Fig. 1: sequential cells grouped by signal name
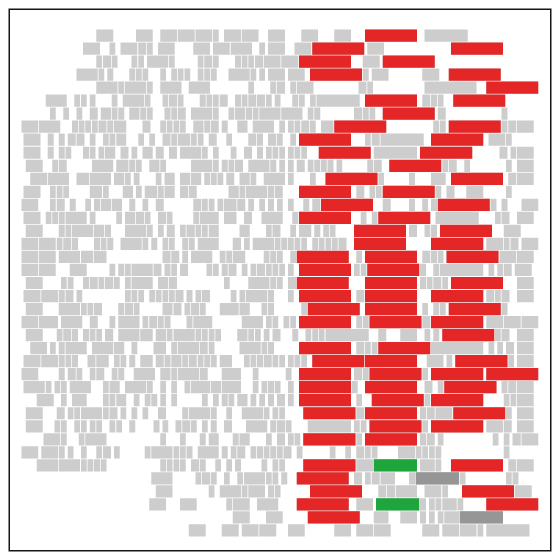
Fig. 2: zoomed window
The bar under the picture is 20 um long. Window x 3 to 53, y 3 to 53 um. Cells in grey, sequential cells in the stronger grey; small squares are vias.
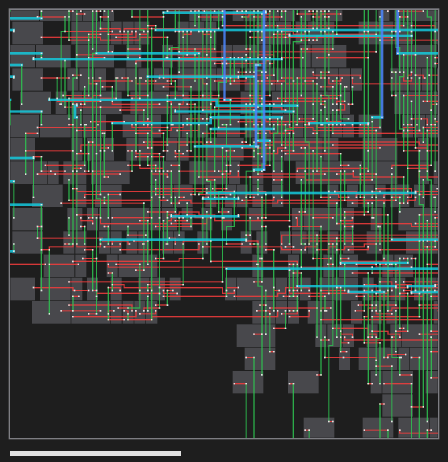
==> src/rtl/logic_unit_pkg.sv <==
// logic_unit_pkg: shared definitions for the registered bitwise logic unit.
//   OP_*      3-bit opcode encodings
//   popcount  population count of a zero-extended operand (up to POP_MAX_W bits)
package logic_unit_pkg;

  localparam logic [2:0] OP_AND    = 3'b000;
  localparam logic [2:0] OP_OR     = 3'b001;
  localparam logic [2:0] OP_XOR    = 3'b010;
  localparam logic [2:0] OP_NOR    = 3'b011;
  localparam logic [2:0] OP_ANDN   = 3'b100;
  localparam logic [2:0] OP_ORN    = 3'b101;
  localparam logic [2:0] OP_PASS   = 3'b110;
  localparam logic [2:0] OP_POPCNT = 3'b111;

  // Widest operand popcount accepts; callers zero-extend into this width.
  localparam int unsigned POP_MAX_W = 256;

  function automatic logic [31:0] popcount(input logic [POP_MAX_W-1:0] v);
    logic [31:0] cnt;
    cnt = '0;
    for (int unsigned i = 0; i < POP_MAX_W; i++) begin
      cnt = cnt + 32'(v[i]);
    end
    return cnt;
  endfunction

endpackage

==> src/rtl/logic_unit_fifo.sv <==
// logic_unit_fifo: synchronous result FIFO with occupancy count.
//   clk, rst   rising-edge clock, asynchronous active-high reset
//   in_valid   push request; accepted when in_ready
//   in_ready   count < DEPTH (registered state only)
//   din        entry to store
//   out_valid  FIFO not empty
//   out_ready  consumer pops the head this cycle
//   dout       head entry, all zeros when empty
module logic_unit_fifo #(
  parameter int unsigned DW    = 8,
  parameter int unsigned DEPTH = 2
) (
  input  logic          clk,
  input  logic          rst,
  input  logic          in_valid,
  output logic          in_ready,
  input  logic [DW-1:0] din,
  output logic          out_valid,
  input  logic          out_ready,
  output logic [DW-1:0] dout
);

  localparam int unsigned AW = $clog2(DEPTH);
  localparam int unsigned CW = AW + 1;
  localparam logic [CW-1:0] FULL_CNT = CW'(DEPTH);

  logic [DW-1:0] mem [DEPTH];
  logic [AW-1:0] wr_ptr;
  logic [AW-1:0] rd_ptr;
  logic [CW-1:0] count;
  logic          push;
  logic          pop;

  assign in_ready  = (count < FULL_CNT);
  assign out_valid = (count != '0);
  assign push      = in_valid & in_ready;
  assign pop       = out_valid & out_ready;
  assign dout      = out_valid ? mem[rd_ptr] : '0;

  // Storage is not reset: nothing reads it while count is zero.
  always_ff @(posedge clk) begin
    if (push) mem[wr_ptr] <= din;
  end

  // DEPTH is a power of two, so pointers wrap by natural overflow.
  always_ff @(posedge clk or posedge rst) begin
    if (rst) begin
      wr_ptr <= '0;
      rd_ptr <= '0;
      count  <= '0;
    end else begin
      if (push) wr_ptr <= wr_ptr + AW'(1);
      if (pop)  rd_ptr <= rd_ptr + AW'(1);
      case ({push, pop})
        2'b10:   count <= count + CW'(1);
        2'b01:   count <= count - CW'(1);
        default: count <= count;
      endcase
    end
  end

endmodule

==> src/rtl/logic_unit_pipe.sv <==
// logic_unit_pipe: registered bitwise logic unit with valid/ready handshake
// and an output result FIFO.
// Build option: define LOGIC_UNIT_POPCNT_EN to make opcode 111 a popcount of x
// (WIDTH must not exceed POP_MAX_W); otherwise 111 stores res=0, zero=1, err=1.
//   clk, rst             rising-edge clock, asynchronous active-high reset
//   in_valid/in_ready    request handshake
//   in_op, in_x, in_y    opcode and operands
//   in_tag               sideband tag returned with the result
//   out_valid/out_ready  result handshake
//   out_res, out_tag     head result and its tag (0 when empty)
//   out_zero, out_err    result-is-zero and illegal-opcode flags (0 when empty)
module logic_unit_pipe
  import logic_unit_pkg::*;
#(
  parameter int unsigned WIDTH     = 32,
  parameter int unsigned TAG_W     = 5,
  parameter int unsigned OUT_DEPTH = 2
) (
  input  logic             clk,
  input  logic             rst,
  input  logic             in_valid,
  output logic             in_ready,
  input  logic [2:0]       in_op,
  input  logic [WIDTH-1:0] in_x,
  input  logic [WIDTH-1:0] in_y,
  input  logic [TAG_W-1:0] in_tag,
  output logic             out_valid,
  input  logic             out_ready,
  output logic [WIDTH-1:0] out_res,
  output logic [TAG_W-1:0] out_tag,
  output logic             out_zero,
  output logic             out_err
);

  localparam int unsigned DW = WIDTH + TAG_W + 2;

  logic [WIDTH-1:0] res;
  logic             err;
  logic             zero;
  logic [DW-1:0]    head;

`ifdef LOGIC_UNIT_POPCNT_EN
  logic [POP_MAX_W-1:0] x_ext;
  logic [31:0]          pc;

  always_comb begin
    x_ext = '0;
    x_ext[WIDTH-1:0] = in_x;
  end

  assign pc = popcount(x_ext);
`endif

  always_comb begin
    res = '0;
    err = 1'b0;
    case (in_op)
      OP_AND:  res = in_x & in_y;
      OP_OR:   res = in_x | in_y;
      OP_XOR:  res = in_x ^ in_y;
      OP_NOR:  res = ~(in_x | in_y);
      OP_ANDN: res = in_x & ~in_y;
      OP_ORN:  res = in_x | ~in_y;
      OP_PASS: res = in_x;
`ifdef LOGIC_UNIT_POPCNT_EN
      OP_POPCNT: res = WIDTH'(pc);
`else
      OP_POPCNT: begin
        res = '0;
        err = 1'b1;
      end
`endif
      default: res = '0;
    endcase
  end

  assign zero = (res == '0);

  logic_unit_fifo #(
    .DW    (DW),
    .DEPTH (OUT_DEPTH)
  ) u_fifo (
    .clk       (clk),
    .rst       (rst),
    .in_valid  (in_valid),
    .in_ready  (in_ready),
    .din       ({err, zero, in_tag, res}),
    .out_valid (out_valid),
    .out_ready (out_ready),
    .dout      (head)
  );

  assign {out_err, out_zero, out_tag, out_res} = head;

  // Caller rule: a stalled request must be held unchanged until accepted.
  a_hold_stable: assert property (
    @(posedge clk) disable iff (rst)
      (in_valid && !in_ready) |=> (in_valid && $stable({in_op, in_x, in_y, in_tag}))
  );

endmodule
==> config.mk <==
export PLATFORM = sky130hd
export DESIGN_NAME = logic_unit_pipe
export DESIGN_NICKNAME = d
export VERILOG_FILES = /design/src/rtl/logic_unit_pkg.sv /design/src/rtl/logic_unit_fifo.sv /design/src/rtl/logic_unit_pipe.sv
export SDC_FILE = /design/constraint.sdc
export NUM_CORES = 1
export LEC_CHECK = 0
export ABC_AREA = 1
export CORE_MARGIN = 2
export CORE_UTILIZATION = 54
export DETAILED_ROUTE_END_ITERATION = 16
export GPL_TIMING_DRIVEN = 0
export MAX_ROUTING_LAYER = met4
export PLACE_DENSITY = 0.84
export RECOVER_POWER = 100
export SLEW_MARGIN = 15
export SYNTH_ARGS = -nofsm -noshare
export SYNTH_HDL_FRONTEND = slang
export SYNTH_SLANG_ARGS = --single-unit
==> constraint.sdc <==
create_clock -name clk -period 3.88 [get_ports clk]
set_clock_uncertainty 0.2 [all_clocks]
set_input_delay 0.388 -clock clk [delete_from_list [all_inputs] [get_ports clk]]
set_output_delay 0.388 -clock clk [all_outputs]
set_load 0.01 [all_outputs]
==> results_tabular.tex <==
% Generated from flow reports
\begin{tabular}{lr}
\hline
Metric & Value \\
\hline
\multicolumn{2}{l}{\textbf{Run status}} \\
\quad Run status & completed \\
\multicolumn{2}{l}{\textbf{Drt}} \\
\quad 1st-pass router iterations & 6 \\
\quad Wire length after detailed routing & 17.2 mm \\
\quad Drc violations & 0 \\
\quad Via count & roughly 6k \\
\quad Starting DRC count in detailed routing & 513 \\
\quad Via density per instance & 5.34 \\
\quad Residual antenna-violating net count after detailed routing & 0 \\
\quad Detailed-route wire length per cell & 15.0 um \\
\multicolumn{2}{l}{\textbf{Logic synthesis}} \\
\quad Synthesized netlist net count & 1011 \\
\quad Synthesized-area fraction occupied by and/or/nand/nor cells & 0.332 \\
\quad Dominant comb cell & simple AND/OR/NAND/NOR gates \\
\quad Complex-gate fraction of the synthesized area & 0.0376 \\
\quad Netlist area before placement & $\sim$6400 um\^{}2 \\
\quad Library cells used by synthesis & 26 \\
\quad Adder-cell share of the synthesized area & 0.127 \\
\quad Area figure in the yosys stat output & 6390 um\^{}2 \\
\quad Ys flops & 82 \\
\quad Post-synthesis cell count from yosys & 870 \\
\quad Mux cell area share & 0 \\
\quad Post-synthesis average cell area & 7.34 um\^{}2 \\
\quad Post-synth seq share & 0.382 \\
\quad Count of yosys warnings during synthesis & 0 \\
\quad Syn Inst Count & 870 \\
\quad Yosys xor share & 0.00685 \\
\multicolumn{2}{l}{\textbf{Setup path}} \\
\quad Buf/Inv on CP & 5 \\
\quad Crit-path max cell delay & 0.62 ns \\
\quad Dominant cell type by count on the critical path & sky130\_fd\_sc\_hd\_\_clkbuf\_1 \\
\quad Highest net fanout along the worst path & 10 \\
\quad Critical path class & reg2out \\
\quad Signal arrival time at the worst endpoint & 2.67 ns \\
\quad Startpoint type of the worst setup path & register \\
\quad Required time of the critical path & between 3 and 4 ns \\
\quad Nature of the critical path endpoint & primary output \\
\quad Cells traversed along the worst timing path & clkbuf\_1 > inv\_1 > clkbuf\_1 > clkbuf\_1 > nand2\_1 > a21oi\_1 > dlygate4sd3\_1 \\
\quad Largest delay contributor family on the critical path & buffers and inverters \\
\quad Standard cell with the maximum stage delay on the critical path & sky130\_fd\_sc\_hd\_\_dlygate4sd3\_1 \\
\multicolumn{2}{l}{\textbf{Clock network}} \\
\quad Number of buffers on the longest clock path & 2 \\
\quad CTS tree & done \\
\quad Maximum level of the CTS H-tree & 3 \\
\quad Quantity of gates resized following cts & 0 \\
\quad Number of buffers inserted during clock tree synthesis & 9 \\
\quad Clock transition at the registers of the reported paths & 0.06 ns \\
\quad Root Driver & sky130\_fd\_sc\_hd\_\_clkbuf\_16 \\
\quad Num Clock Sinks & 82 \\
\quad Worst-Skew Late Latency & approximately 0.34 ns \\
\quad Buffers inserted during post-CTS setup optimization & 0 \\
\quad Number of buffers inserted by hold repair at cts & 0 \\
\multicolumn{2}{l}{\textbf{Final layout}} \\
\quad Area growth syn-to-layout & 25.4\% \\
\quad Fraction of final layout cells sized beyond drive strength 1 & 0.0429 \\
\quad Area taken by multi-input logic gates & 3210 um\^{}2 \\
\quad Most frequent cells in the layout & sky130\_fd\_sc\_hd\_\_nand2\_1 (287), sky130\_fd\_sc\_hd\_\_inv\_1 (118), sky130\_fd\_sc\_hd\_\_nor2\_1 (98) \\
\quad Layout Cells excl Fill & between 1k and 1.5k \\
\quad Most common logic cell in the routed design & sky130\_fd\_sc\_hd\_\_nand2\_1 \\
\quad Final Instance Area & 8010 um\^{}2 \\
\quad Final layout net count & 1138 \\
\quad Diodes inserted & 0 \\
\quad Filler cell count & approximately 940 \\
\multicolumn{2}{l}{\textbf{Place}} \\
\quad Routability congestion estimate & 0.969 \\
\quad Count of input and output buffers & 114 \\
\quad DPL Wire Length & 12.8 mm \\
\quad Worst slack after detailed placement & 1.03 ns \\
\quad Inst Count DP & 1129 \\
\quad Placement Cell Area & 7780 um\^{}2 \\
\multicolumn{2}{l}{\textbf{Power}} \\
\quad Leakage power & 3.90 nW \\
\quad Max IR drop VDD & between 0.5 and 0.6 mV \\
\quad Total power divided by cell area & about 470 nW/um\^{}2 \\
\quad Power Total & 0.00373 W \\
\multicolumn{2}{l}{\textbf{Timing}} \\
\quad Pin slew with the least headroom to its limit & 1.42 ns \\
\quad Setup total negative slack & 0 ns \\
\quad Worst-case hold slack & 0.166 ns \\
\quad Slew headroom & 0.0534 \\
\quad Final Setup Violations & 0 \\
\quad Setup slack of the critical path after layout & 0.623 ns \\
\quad Final max-slew violation count & 0 \\
\quad Fin. Hold Viols & 0 \\
\quad Cycle use final & 0.839 \\
\quad Max Clock Freq & 307 MHz \\
\quad Minimum clock period after layout & between 3 and 4 ns \\
\quad RSZ-0062 raised after global routing & no \\
\multicolumn{2}{l}{\textbf{GRT}} \\
\quad Maximum number of pins on one net before global-route repair & 26 \\
\quad Antenna violations before repair & 0 \\
\quad Sum of overflow across all layers after global routing & 0 \\
\quad Number of global-route vias before repair & 5666 \\
\quad Total global routing track utilization & 0.286 \\
\quad Wire length of the first global-routing pass & 27.6 mm \\
\multicolumn{2}{l}{\textbf{Floorplan}} \\
\quad Core outline area & $\sim$11000 um\^{}2 \\
\quad Standard-cell rows & 39 \\
\quad Die height & 113 um \\
\quad Fp util & 0.557 \\
\quad \# IOs & 117 \\
\quad Overall die area & 12700 um\^{}2 \\
\quad Die outline width & between 100 and 150 um \\
\multicolumn{2}{l}{\textbf{Min path}} \\
\quad Kind of path behind the tightest hold check & in2async \\
\multicolumn{2}{l}{\textbf{Run}} \\
\quad Max-cap check violation count & 0 \\
\quad Stage-log warning count & between 50 and 60 \\
\hline
\end{tabular}
Back to the opening pictures, Fig. 1:
legend:
  red:
    signal: u_fifo.mem
    placed_flops: 78
  green:
    signal: u_fifo.count
    placed_flops: 2
not coloured: 2
register fraction of the total cell area: 0.305
utilization after layout: 0.699
Seq power: 0.00124 W
combined flip-flop and latch cell area: 2440 um^2

Back to the opening pictures, Fig. 2:
legend:
  green:
    layer: met2
  red:
    layer: met1
  blue:
    layer: met4
  cyan:
    layer: met3
cells with their middle in the window: 232
most frequent: nand2_1 (72), inv_1 (38), ha_1 (27)
sequential cells in the window: 0

layout make-up:
type                            instances  share of cell area
Buffer                                 48              0.0330
Sequential cell                        82               0.305
Clock inverter                          7              0.0117
Tap cell                              143              0.0223
Multi-Input combinational cell        620               0.400
Clock buffer                            9              0.0281
Inverter                              120              0.0565
Timing Repair Buffer                  116               0.143
state kept, by name, summed over array words and instances, names as in the netlist:
name,flops
u_fifo.mem,78
u_fifo.count,2
u_fifo.rd_ptr,1
u_fifo.wr_ptr,1
worst paths after layout:
kind                                  from                 to  slack, ns  cells after the start
min in group clk           u_fifo.count[0]    u_fifo.count[0]       0.32                      1
max in group asynchronous              rst    u_fifo.count[0]       3.16                      2
hold / removal                         rst      u_fifo.rd_ptr       0.17                      2
setup reg to reg           u_fifo.count[1]  u_fifo.mem[1][14]       0.66                      4
setup / recovery             u_fifo.rd_ptr           out_zero       0.62                      7
hold reg to reg            u_fifo.count[0]    u_fifo.count[0]       0.32                      1
synthesized netlist by cell type (all sizes together):
cell | n | share of area
o21ai | 7 | 0.0055
nor2 | 99 | 0.059
nand4 | 34 | 0.033
nand3 | 66 | 0.053
xnor2 | 1 | 0.0014
inv | 120 | 0.071
nand3b | 13 | 0.015
nor3 | 2 | 0.0023
nand2 | 288 | 0.17
a21oi | 41 | 0.032
dfrtp | 4 | 0.016
edfxtp | 78 | 0.37
buf | 30 | 0.032
clkbuf | 18 | 0.011
ha | 65 | 0.13
xor2 | 4 | 0.0055
routing by layer:
metal	part of all wire	track usage
met1	0.40	0.358
met2	0.47	0.463
met3	0.091	0.0391
met4	0.037	0.133
met5	0	-
where the power goes:
part,internal (W),switching [W],leakage (nW),total [W]
clock,0.000561,0.000327,0.153,0.000888
combinational,0.000660,0.000939,2.98,0.00160
sequential,0.00119,0.0000460,0.771,0.00124
Power and IR drop assume default switching activity.
